**src/rtl/pipeline_ctrl_pkg.sv**
```systemverilog
// Shared types and defaults for the pipeline stall controller.
// Holds FSM state encoding, default latencies and counter widths.
package pipeline_ctrl_pkg;

   typedef enum logic {
      ST_IDLE    = 1'b0,
      ST_MD_BUSY = 1'b1
   } md_state_e;

   localparam int MULT_LAT_DEF    = 4;
   localparam int DIV_LAT_DEF     = 32;
   localparam int MEM_TIMEOUT_DEF = 255;

   localparam int WAIT_CNT_W = 8;
   localparam int MD_CNT_W   = 6;

   localparam logic [WAIT_CNT_W-1:0] WAIT_CNT_MAX = {WAIT_CNT_W{1'b1}};

   // Counter preload: the start cycle itself is the first stall cycle.
   function automatic logic [MD_CNT_W-1:0] md_load_val(
      input logic is_div,
      input int   mult_lat,
      input int   div_lat
   );
      int lat;
      lat = is_div ? div_lat : mult_lat;
      return MD_CNT_W'(lat - 1);
   endfunction

endpackage

```
**src/rtl/pipeline_stall_controller_load_use_detector.sv**
```systemverilog
// Combinational load-use hazard compare between the load in EX and the ID sources.
// Zero latency; register 0 never creates a hazard.
module load_use_detector (
   input  logic       i_mem_read,
   input  logic [4:0] i_ex_rt,
   input  logic [4:0] i_id_rs,
   input  logic [4:0] i_id_rt,
   output logic       o_hazard
);

   logic w_dst_nonzero;
   logic w_src_match;

   assign w_dst_nonzero = (i_ex_rt != 5'd0);
   assign w_src_match   = (i_ex_rt == i_id_rs) | (i_ex_rt == i_id_rt);
   assign o_hazard      = i_mem_read & w_dst_nonzero & w_src_match;

endmodule

```
**src/rtl/pipeline_stall_controller.sv**
```systemverilog
// Pipeline hazard controller: memory-wait, mult/div and load-use stalls plus branch flush.
// Outputs are combinational from state and inputs; memory wait overrides every other hazard.
module pipeline_stall_controller
   import pipeline_ctrl_pkg::*;
#(
   parameter int MULT_LAT    = MULT_LAT_DEF,
   parameter int DIV_LAT     = DIV_LAT_DEF,
   parameter int MEM_TIMEOUT = MEM_TIMEOUT_DEF
) (
   input  logic       clk,
   input  logic       rst_n,
   input  logic       ID_EX_MemRead,
   input  logic [4:0] ID_EX_rt,
   input  logic [4:0] IF_ID_rs,
   input  logic [4:0] IF_ID_rt,
   input  logic       MD_Start,
   input  logic       MD_IsDiv,
   input  logic       Branch_Taken,
   input  logic       EX_MEM_MemAccess,
   input  logic       Mem_Ready,
   output logic       PCWrite,
   output logic       IF_ID_Write,
   output logic       ID_EX_Write,
   output logic       EX_MEM_Write,
   output logic       IF_ID_Flush,
   output logic       ID_EX_Flush,
   output logic       EX_MEM_Flush,
   output logic       MEM_WB_Flush,
   output logic       MD_Done,
   output logic       Mem_Timeout
);

   localparam logic [WAIT_CNT_W-1:0] TIMEOUT_V = WAIT_CNT_W'(MEM_TIMEOUT);
   localparam logic [MD_CNT_W-1:0]   MD_ONE    = MD_CNT_W'(1);

   md_state_e             r_state;
   md_state_e             w_state_nxt;
   logic [MD_CNT_W-1:0]   r_md_cnt;
   logic [MD_CNT_W-1:0]   w_md_cnt_nxt;
   logic [WAIT_CNT_W-1:0] r_wait_cnt;
   logic [WAIT_CNT_W-1:0] w_wait_cnt_nxt;
   logic                  r_mem_timeout;
   logic                  w_mem_timeout_nxt;

   logic w_mem_wait;
   logic w_busy;
   logic w_md_stall;
   logic w_md_last;
   logic w_lu_raw;
   logic w_lu_stall;

   load_use_detector u_load_use (
      .i_mem_read (ID_EX_MemRead),
      .i_ex_rt    (ID_EX_rt),
      .i_id_rs    (IF_ID_rs),
      .i_id_rt    (IF_ID_rt),
      .o_hazard   (w_lu_raw)
   );

   // A reset cycle hides the busy state so an aborted op never shows a stall or MD_Done.
   assign w_mem_wait = EX_MEM_MemAccess & ~Mem_Ready;
   assign w_busy     = (r_state == ST_MD_BUSY) & rst_n;
   assign w_md_stall = ~w_mem_wait & (w_busy | MD_Start);
   assign w_md_last  = w_busy & ~w_mem_wait & (r_md_cnt == MD_ONE);
   assign w_lu_stall = ~w_mem_wait & ~w_busy & ~MD_Start & w_lu_raw;

   always_comb begin
      w_state_nxt  = r_state;
      w_md_cnt_nxt = r_md_cnt;
      if (!w_mem_wait) begin
         case (r_state)
            ST_IDLE: begin
               if (MD_Start) begin
                  w_state_nxt  = ST_MD_BUSY;
                  w_md_cnt_nxt = md_load_val(MD_IsDiv, MULT_LAT, DIV_LAT);
               end
            end
            ST_MD_BUSY: begin
               if (r_md_cnt <= MD_ONE) begin
                  w_state_nxt  = ST_IDLE;
                  w_md_cnt_nxt = '0;
               end else begin
                  w_md_cnt_nxt = r_md_cnt - MD_ONE;
               end
            end
            default: begin
               w_state_nxt  = ST_IDLE;
               w_md_cnt_nxt = '0;
            end
         endcase
      end
   end

   always_comb begin
      w_wait_cnt_nxt    = '0;
      w_mem_timeout_nxt = r_mem_timeout;
      if (w_mem_wait) begin
         w_wait_cnt_nxt = (r_wait_cnt == WAIT_CNT_MAX) ? r_wait_cnt
                                                       : r_wait_cnt + WAIT_CNT_W'(1);
         if (w_wait_cnt_nxt == TIMEOUT_V) begin
            w_mem_timeout_nxt = 1'b1;
         end
      end
   end

   always_ff @(posedge clk) begin
      if (!rst_n) begin
         r_state       <= ST_IDLE;
         r_md_cnt      <= '0;
         r_wait_cnt    <= '0;
         r_mem_timeout <= 1'b0;
      end else begin
         r_state       <= w_state_nxt;
         r_md_cnt      <= w_md_cnt_nxt;
         r_wait_cnt    <= w_wait_cnt_nxt;
         r_mem_timeout <= w_mem_timeout_nxt;
      end
   end

   always_comb begin
      PCWrite      = 1'b1;
      IF_ID_Write  = 1'b1;
      ID_EX_Write  = 1'b1;
      EX_MEM_Write = 1'b1;
      ID_EX_Flush  = 1'b0;
      EX_MEM_Flush = 1'b0;
      MEM_WB_Flush = 1'b0;
      if (w_mem_wait) begin
         PCWrite      = 1'b0;
         IF_ID_Write  = 1'b0;
         ID_EX_Write  = 1'b0;
         EX_MEM_Write = 1'b0;
         MEM_WB_Flush = 1'b1;
      end else if (w_md_stall) begin
         PCWrite      = 1'b0;
         IF_ID_Write  = 1'b0;
         ID_EX_Write  = 1'b0;
         EX_MEM_Flush = 1'b1;
      end else if (w_lu_stall) begin
         PCWrite      = 1'b0;
         IF_ID_Write  = 1'b0;
         ID_EX_Flush  = 1'b1;
      end
   end

   // A taken branch held by a stall is flushed on the first unstalled cycle.
   assign IF_ID_Flush = Branch_Taken & ~w_mem_wait & ~w_md_stall & ~w_lu_stall;
   assign MD_Done     = w_md_last;
   assign Mem_Timeout = r_mem_timeout;

endmodule

```
**config.mk**
```make
export PLATFORM = sky130hd
export DESIGN_NAME = pipeline_stall_controller
export DESIGN_NICKNAME = d
export VERILOG_FILES = /design/src/rtl/pipeline_ctrl_pkg.sv /design/src/rtl/pipeline_stall_controller_load_use_detector.sv /design/src/rtl/pipeline_stall_controller.sv
export SDC_FILE = /design/constraint.sdc
export NUM_CORES = 1
export LEC_CHECK = 0
export CORE_AREA = 2 2 56 71
export DETAILED_ROUTE_END_ITERATION = 10
export DIE_AREA = 0 0 58 73
export PLACE_DENSITY_LB_ADDON = 0.05
export SLEW_MARGIN = 30
export SYNTH_ARGS = -nofsm -noshare
export SYNTH_HDL_FRONTEND = slang
export SYNTH_SLANG_ARGS = --single-unit
export TNS_END_PERCENT = 10
```
**constraint.sdc**
```tcl
create_clock -name clk -period 1.7 [get_ports clk]
set_input_delay 0.34 -clock clk [delete_from_list [all_inputs] [get_ports clk]]
set_output_delay 0.34 -clock clk [all_outputs]
set_load 0.02 [all_outputs]
```
==> impl_metrics.py <==
# Flow results
metrics = {
    "worst_setup_path": {
        "end_kind": "primary output",
        "crit_path_max_incr_delay_ps": 520,
        "cp.buffers_inverters": 2,
        "worstSetupStartpointType": "input port",
        "path_cells": "buf_6 -> or4_4 -> o21a_4 -> a21boi_4 -> buf_6",
    },
    "clock_tree": {
        "holdBufCountCts": 0,
        "clk_latency_ps": 250,
        "cts_setup_buffers": 0,
        "h-tree-depth": 1,
    },
    "floorplanning": {
        "fp.dieH_um": 73,
        "io_pins": 33,
        "num_rows": 25,
    },
    "final_timing": {
        "setup_ws_ps": -137,
        "tns_ps": -627,
        "finalSetupViolations": 6,
    },
    "synthesis": {
        "synthAoiAreaFrac": 0.239,
        "synthDistinctLibCells": 39,
        "ys_async_sr_fraction": 0,
        "synth-edff-count": 0,
        "synthMuxAreaShare": 0,
    },
    "finish": {
        "clkCellAreaFrac": 0.0312,
        "clkbuf_count": 4,
        "largestRegisters": "r_wait_cnt x8, r_md_cnt x6",
        "buffers": 59,
        "largest_register_ffs": 8,
        "largest_cell_class": "combinational gates",
    },
    "outcome": {
        "violations": "setup timing",
        "outcome": "finished, violations left",
    },
    "job": {
        "tool_warnings": 30,
    },
    "power": {
        "p_comb_frac": 0.342,
    },
    "global_routing": {
        "overflow": 0,
        "antenna_found_initial": 0,
    },
    "placement": {
        "io_buffer_count": 32,
    },
    "worst_hold_path": {
        "hp-class": "flip-flop to flip-flop",
    },
}
==> Yosys cell counts (2+ instances only) <==
cell type,count
a32o_1,2
dfxtp_1,16
o21ai_0,9
a31oi_1,5
nor2_1,11
nor3_1,3
and3_1,2
a21oi_1,8
ha_1,3
nor4_1,3
buf_6,3
o22ai_1,3
nand2_1,8
o21a_1,3
nand2b_1,3
and2_1,4
xnor2_1,11
or4_1,3
inv_1,6
nand3_1,5
nand4_1,3
==> routing by layer <==
layer | part of all wire | vias to the layer above | track usage
met3 | 0.035 | 4 | 0.0213
met2 | 0.51 | 21 | 0.293
met5 | 0 | - | 0
met1 | 0.44 | 547 | 0.197
met4 | 0.014 | 0 | 0.0775
li1 | - | 606 | -
**Routed clock nets over the placement**

(8 px per um)
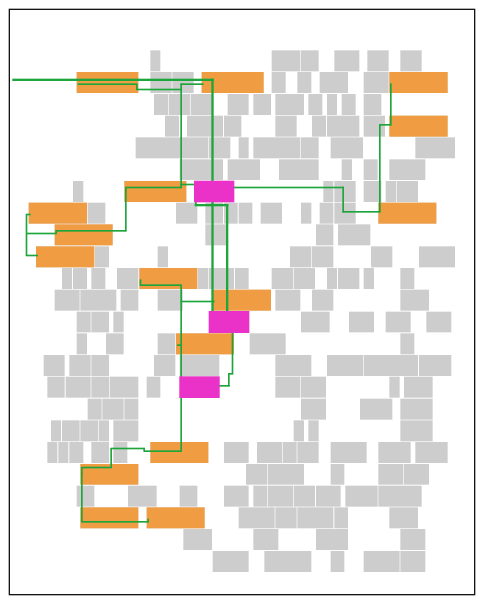
[clock wires] green | length: 265 um
[flip-flops] orange | count: 16
[clock drivers] magenta | count: 3
flops lie: spread over the die

**Placed cells, one color a class**

(6 px per um) Fill, decap, tap and diode cells in gray.
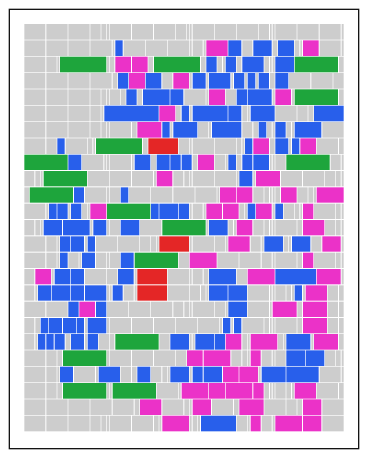
| class | color | cells |
|---|---|---|
| sequential cells | green | 16 |
| remaining buffers and delay cells | magenta | 59 |
| clock drivers and dummy loads | red | 4 |
| combinational and other logic | blue | 112 |
core area: 0.00363 mm2
Core Util, Final: 0.487
Seq area share: 0.184
design area: 0.00177 mm2

Power figures rest on the tool's default switching activity, not on a simulated workload.
